### Sequential cells grouped by signal name

Bar = 50 um.
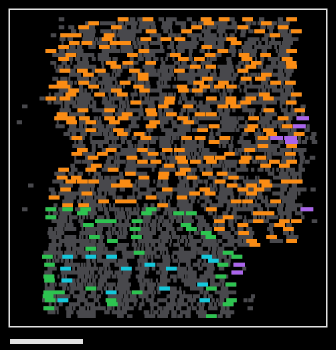
### Placement by cell class

Bar = 50 um.
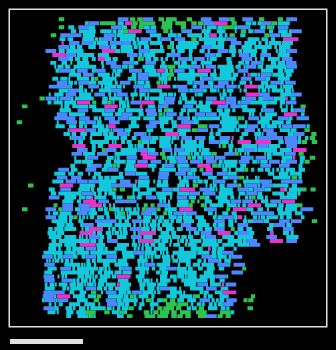
### Routing congestion map

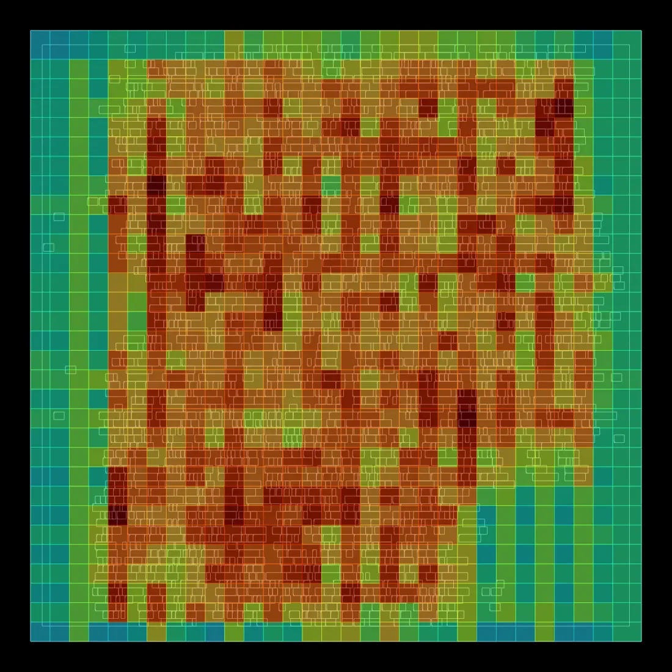
### Clock network drawn from the DEF

Bar = 50 um.
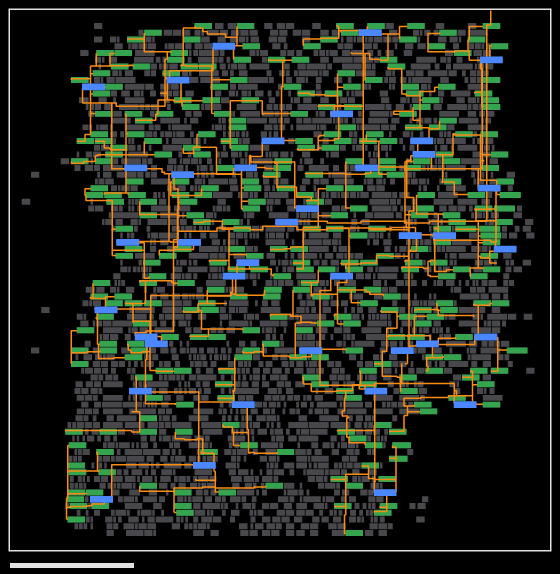
### Gate families picked out

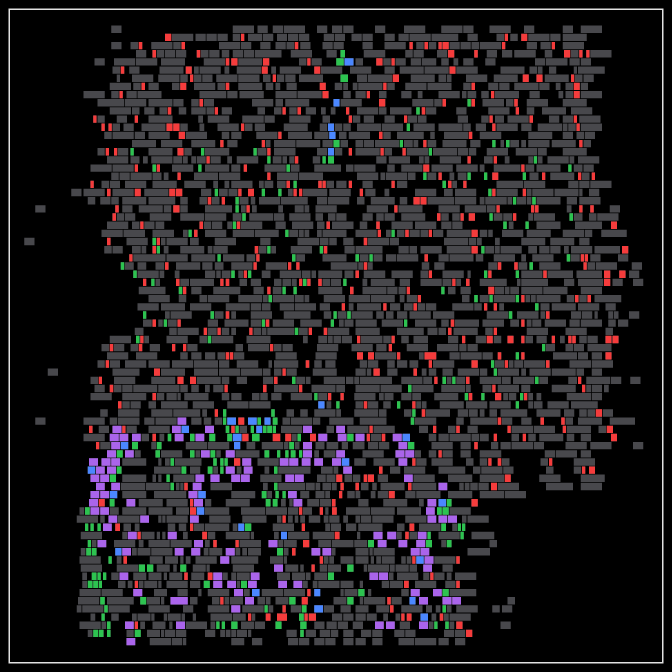
==> config.mk <==
export PLATFORM = sky130hd
export DESIGN_NAME = tagged_regfile
export DESIGN_NICKNAME = d
export VERILOG_FILES = /design/src/rtl/regs_pkg.sv /design/src/rtl/regfile_scoreboard.sv /design/src/rtl/tagged_regfile.sv
export SDC_FILE = /design/constraint.sdc
export NUM_CORES = 1
export LEC_CHECK = 0
export CORE_MARGIN = 4
export CORE_UTILIZATION = 49
export DETAILED_ROUTE_END_ITERATION = 12
export GPL_ROUTABILITY_DRIVEN = 0
export MAX_ROUTING_LAYER = met4
export PLACE_DENSITY = 0.7
export SLEW_MARGIN = 5
export SYNTH_ARGS = -nofsm -noshare
export SYNTH_HDL_FRONTEND = slang
export SYNTH_SLANG_ARGS = --single-unit
export TNS_END_PERCENT = 10
==> constraint.sdc <==
create_clock -name clk -period 9.7 [get_ports clk]
set_clock_uncertainty 0.1 [all_clocks]
set_input_delay 1.94 -clock clk [delete_from_list [all_inputs] [get_ports clk]]
set_output_delay 1.94 -clock clk [all_outputs]
set_load 0.005 [all_outputs]
==> run notes <==
Main metrics from the flow reports.

The number of antenna violations at the first check in global routing is 8. The flip-flop count of the largest register, all copies and words added came out at 256. The reported combinational group power came out at 0.000503 W. At the end of the flow, the number of nets in the layout was 2,389. Per the detail_route log, met3 wirelength is 10,100 um. Looking at area per cell type in the netlist, the leader is dfxtp_1. The fraction of the mapped netlist area in adder cells is 4.18%. The final critical path time including I/O delays and setup came out at 5790 ps.

The largest stage delay on the critical path came out at 700 ps. The area overhead of the layout relative to synthesis came out at 11.7%. The clock slew at the register clock pins of the worst setup and hold paths is 60 ps. The count of cells resized by post-cts repair is 0. The area share of the leading cell type in the synthesized netlist is 30.2%. The routed metal-1 wirelength came out at 29,100 um.

1,686 cells are multi-input combinational gates. The yosys synthesis warning count is 0. The number of nets handed over by synthesis was 2,447. Setup repair after global routing left no endpoint under its margin. In this run, placement finished with an instance count of 2,798. According to the floorplan report, the die width is 217 um. The total number of sequential cells is 324. The portion of total power attributed to combinational logic is 14.7%. The number of nets still failing antenna checks after routing is 0. Of all flip-flops after synthesis, the portion carrying an async set or reset was 0%.

The die area is 47,200 um2. The share of final-layout standard cells stronger than drive strength 1 is 12.7%. The uppermost layer routed is met4.

For reference, the top cells by area after synthesis are dfxtp_1 30%, mux4_2 16%, mux2i_1 9.2%. Counting the inverters off the clock network in the layout gives 41. Clock tree synthesis found a total of 324 sinks. The remaining global-route overflow came out at 0.

Of all the cell area in the finished design, non-clock buffers hold 6.28%. The share of the clock period used by the worst path is 59.7%. The worst setup path is captured at an output port. The critical path class is reg -> out. The tally of max-capacitance violations came out at 0. The fraction of area in clock buffers and inverters is 5.31%. The leakage power total came out at 8.46 nW. The area fraction in compound gates after synthesis came out at 16.5%. Yosys reports that the most numerous cell types are 324 x dfxtp_1, 292 x nor2_1, 197 x mux2i_1. In the final timing run, aggregate negative setup slack is 0 ps. The area fraction in mux cells came out at 25.6%.

The area fraction in xor and xnor cells came out at 4.98%. The most frequent cell after synthesis is dfxtp_1. The via count came out at 19,500. The synthesis area per yosys is 21,400 um2. The worst voltage drop across the vdd grid came out at 0.000102 V. The total buffers and inverters traversed by the critical path came out at 2. The script logs the ratio of routed vias to standard cells as 6.78. The fmax came out at 0.173 GHz.

The cell area that synthesis handed to floorplanning was 21,400 um2. The number of setup buffers added after CTS is 0. The minimum setup slack in the final design came out at 3910 ps. The total wire length after detailed routing came out at 77,100 um. Per the summary, power density relative to cell area is 143 nW/um2. Net switching is 27.6% of the power.

The total iterations of the first detailed-routing run came out at 9. TritonCTS created 38 clock buffers. The hold buffer count at CTS is 0. Hold timing on the final database bottoms out at a slack of 382 ps.

10 antenna diodes ended up in the layout. The share of the yosys chip area belonging to registers is 30.2%. The detailed-placement wirelength estimate is 47,700 um. The critical path depth is 6. The transition time of the tightest slew-check pin is 1310 ps. The number of library cell types mapped by synthesis came out at 46.

Per the layout report, the design carries 55 clock buffers. The internal reg-to-reg setup slack came out at 7240 ps. The share of the core area taken by cells at floorplan is 49.7%. The signal arrival time at the worst endpoint came out at 3750 ps. The biggest slice of the area belongs to combinational gates. The power report puts the net switching power at 0.000945 W. TritonCTS built the clock tree.

The iteration-0 DRC count of the detailed router is 2,949. The met3 layer usage reported by global route is 7.37%. The number of global-route vias before repair came to 19,000. In this run the tools logged warnings totalling 29.

The timing report attributes the biggest portion of critical-path delay to buffers and inverters. The cell count listed in synth_stat.txt is 2,311. The top-level port count is 114. The global-route wire length before repair is 117,000 um. Max-slew check failures listed in the final report amount to 0.

The cell depth of the worst min-delay path came out at 1. Per the cell usage report, the commonest logic cells after layout are 316 x dfxtp_1, 286 x nor2_1, 197 x mux2i_1. The average instance in the mapped netlist occupies 9.28 um2. The detailed route wirelength on metal2 is 33,500 um. The number of storage elements in the synthesis netlist came out at 324. The well-tap cell count came out at 585. The placed standard-cell area came out at 22,700 um2. Yosys shows that the main logic family after synthesis is multiplexers. The critical path goes through buf_4 > mux4_2 > nor2b_1 > a211oi_1 > a21oi_1 > clkdlybuf4s50_1. The class of the worst hold path is reg -> reg.

The worst setup path is launched from a flop. The area used by sequential logic in the layout came out at 6510 um2. The tree is rooted in a clkbuf_16.

The number of buffers other than clock buffers in the final layout is 162. Of all power groups, the one with the highest power is clock. Entering global routing, the biggest net connects 156 pins. Looking at the clock tree report, the H-tree level count equals 2. The total design power came out at 0.00342 W. At the placement stage, the worst setup path has a slack of 4210 ps. The most instantiated flip-flop cell in the synthesis netlist is dfxtp_1.

The final-report hold violation count is 0. Port buffering added 113 buffers. The number of flops mapped to enable cells by yosys came out at 0. On the critical path, the stage with the largest delay is an instance of dfxtp_4. The number of instances in the synthesized netlist is 2,311. The flow ran to the end, and the final reports show no timing, DRC or antenna violations. The met2 routing resource usage after global routing came out at 47.4%.

Per the synthesis report, the simple-gate share of the synthesized area is 12.9%. For the worst setup path, the data required time is 7660 ps. The normalized max-slew margin is 12.7%. The area used by multi-input combinational logic is 13,800 um2.

In the final layout, the fill cell count is 3,720. The routed layout reports a DRC error count of 0. The buffer levels on the longest clock path came out at 3. The fraction of power consumed by sequential logic is 41.4%. The largest fanout on the critical path is 34. The total of endpoints with negative setup slack in the final report came out at 0. The internal cell power came out at 0.00247 W. Per the OpenROAD floorplan log, the height of the die is 217 um.
-- 'Sequential cells grouped by signal name' (at the start) --
legend:
  u_sb.busy:
    colour: cyan
    flops: 15
  data_q:
    colour: orange
    flops: 256
  u_sb.tag:
    colour: green
    flops: 45
  raddr_q:
    colour: purple
    flops: 8
post-route core utilization: 55.5%
fraction of standard cell area that is sequential: 27.2%
power of the sequential group: 0.00142 W

-- 'Placement by cell class' (at the start) --
legend:
  remaining buffers and delay cells:
    colour: green
    cells: 162
    share_of_their_area: 6.5%
  clock drivers and dummy loads:
    colour: magenta
    cells: 66
    share_of_their_area: 5.5%
  remaining logic cells:
    colour: cyan
    cells: 1,727
    share_of_their_area: 60%
  sequential cells:
    colour: blue
    cells: 324
    share_of_their_area: 28%
floorplan core area: 43,200 um2
floorplan row count: 76
final standard cell area without fillers: 24,000 um2

-- 'Routing congestion map' (at the start) --
GR Layer Usage met1: 43.7%
busiest metal layer after global routing: met2
average routed wire per standard cell: 26.8 um

-- 'Clock network drawn from the DEF' (at the start) --
legend:
  clock-net drivers:
    colour: blue
    count: 38
  flip-flops:
    colour: green
    count: 324
  clock wires:
    colour: orange
    length: 4,540 um
flops lie: spread over the die
clock latency on the worst-skew pair: 550 ps
power of the clock network: 0.00150 W
share of power burned in the clock network: 43.8%

-- 'Gate families picked out' (at the start) --
legend:
  and/or cells:
    colour: blue
    cells: 30
  nor cells:
    colour: red
    cells: 376
    where: spread over the die
  nand cells:
    colour: green
    cells: 213
  xor and xnor cells:
    colour: purple
    cells: 122
logic gate fraction of the total cell area: 57.4%
non-filler instance count after layout: 2,874
dominant logic cell type in the layout: dfxtp_1

Power is estimated from default activity; no workload was simulated.
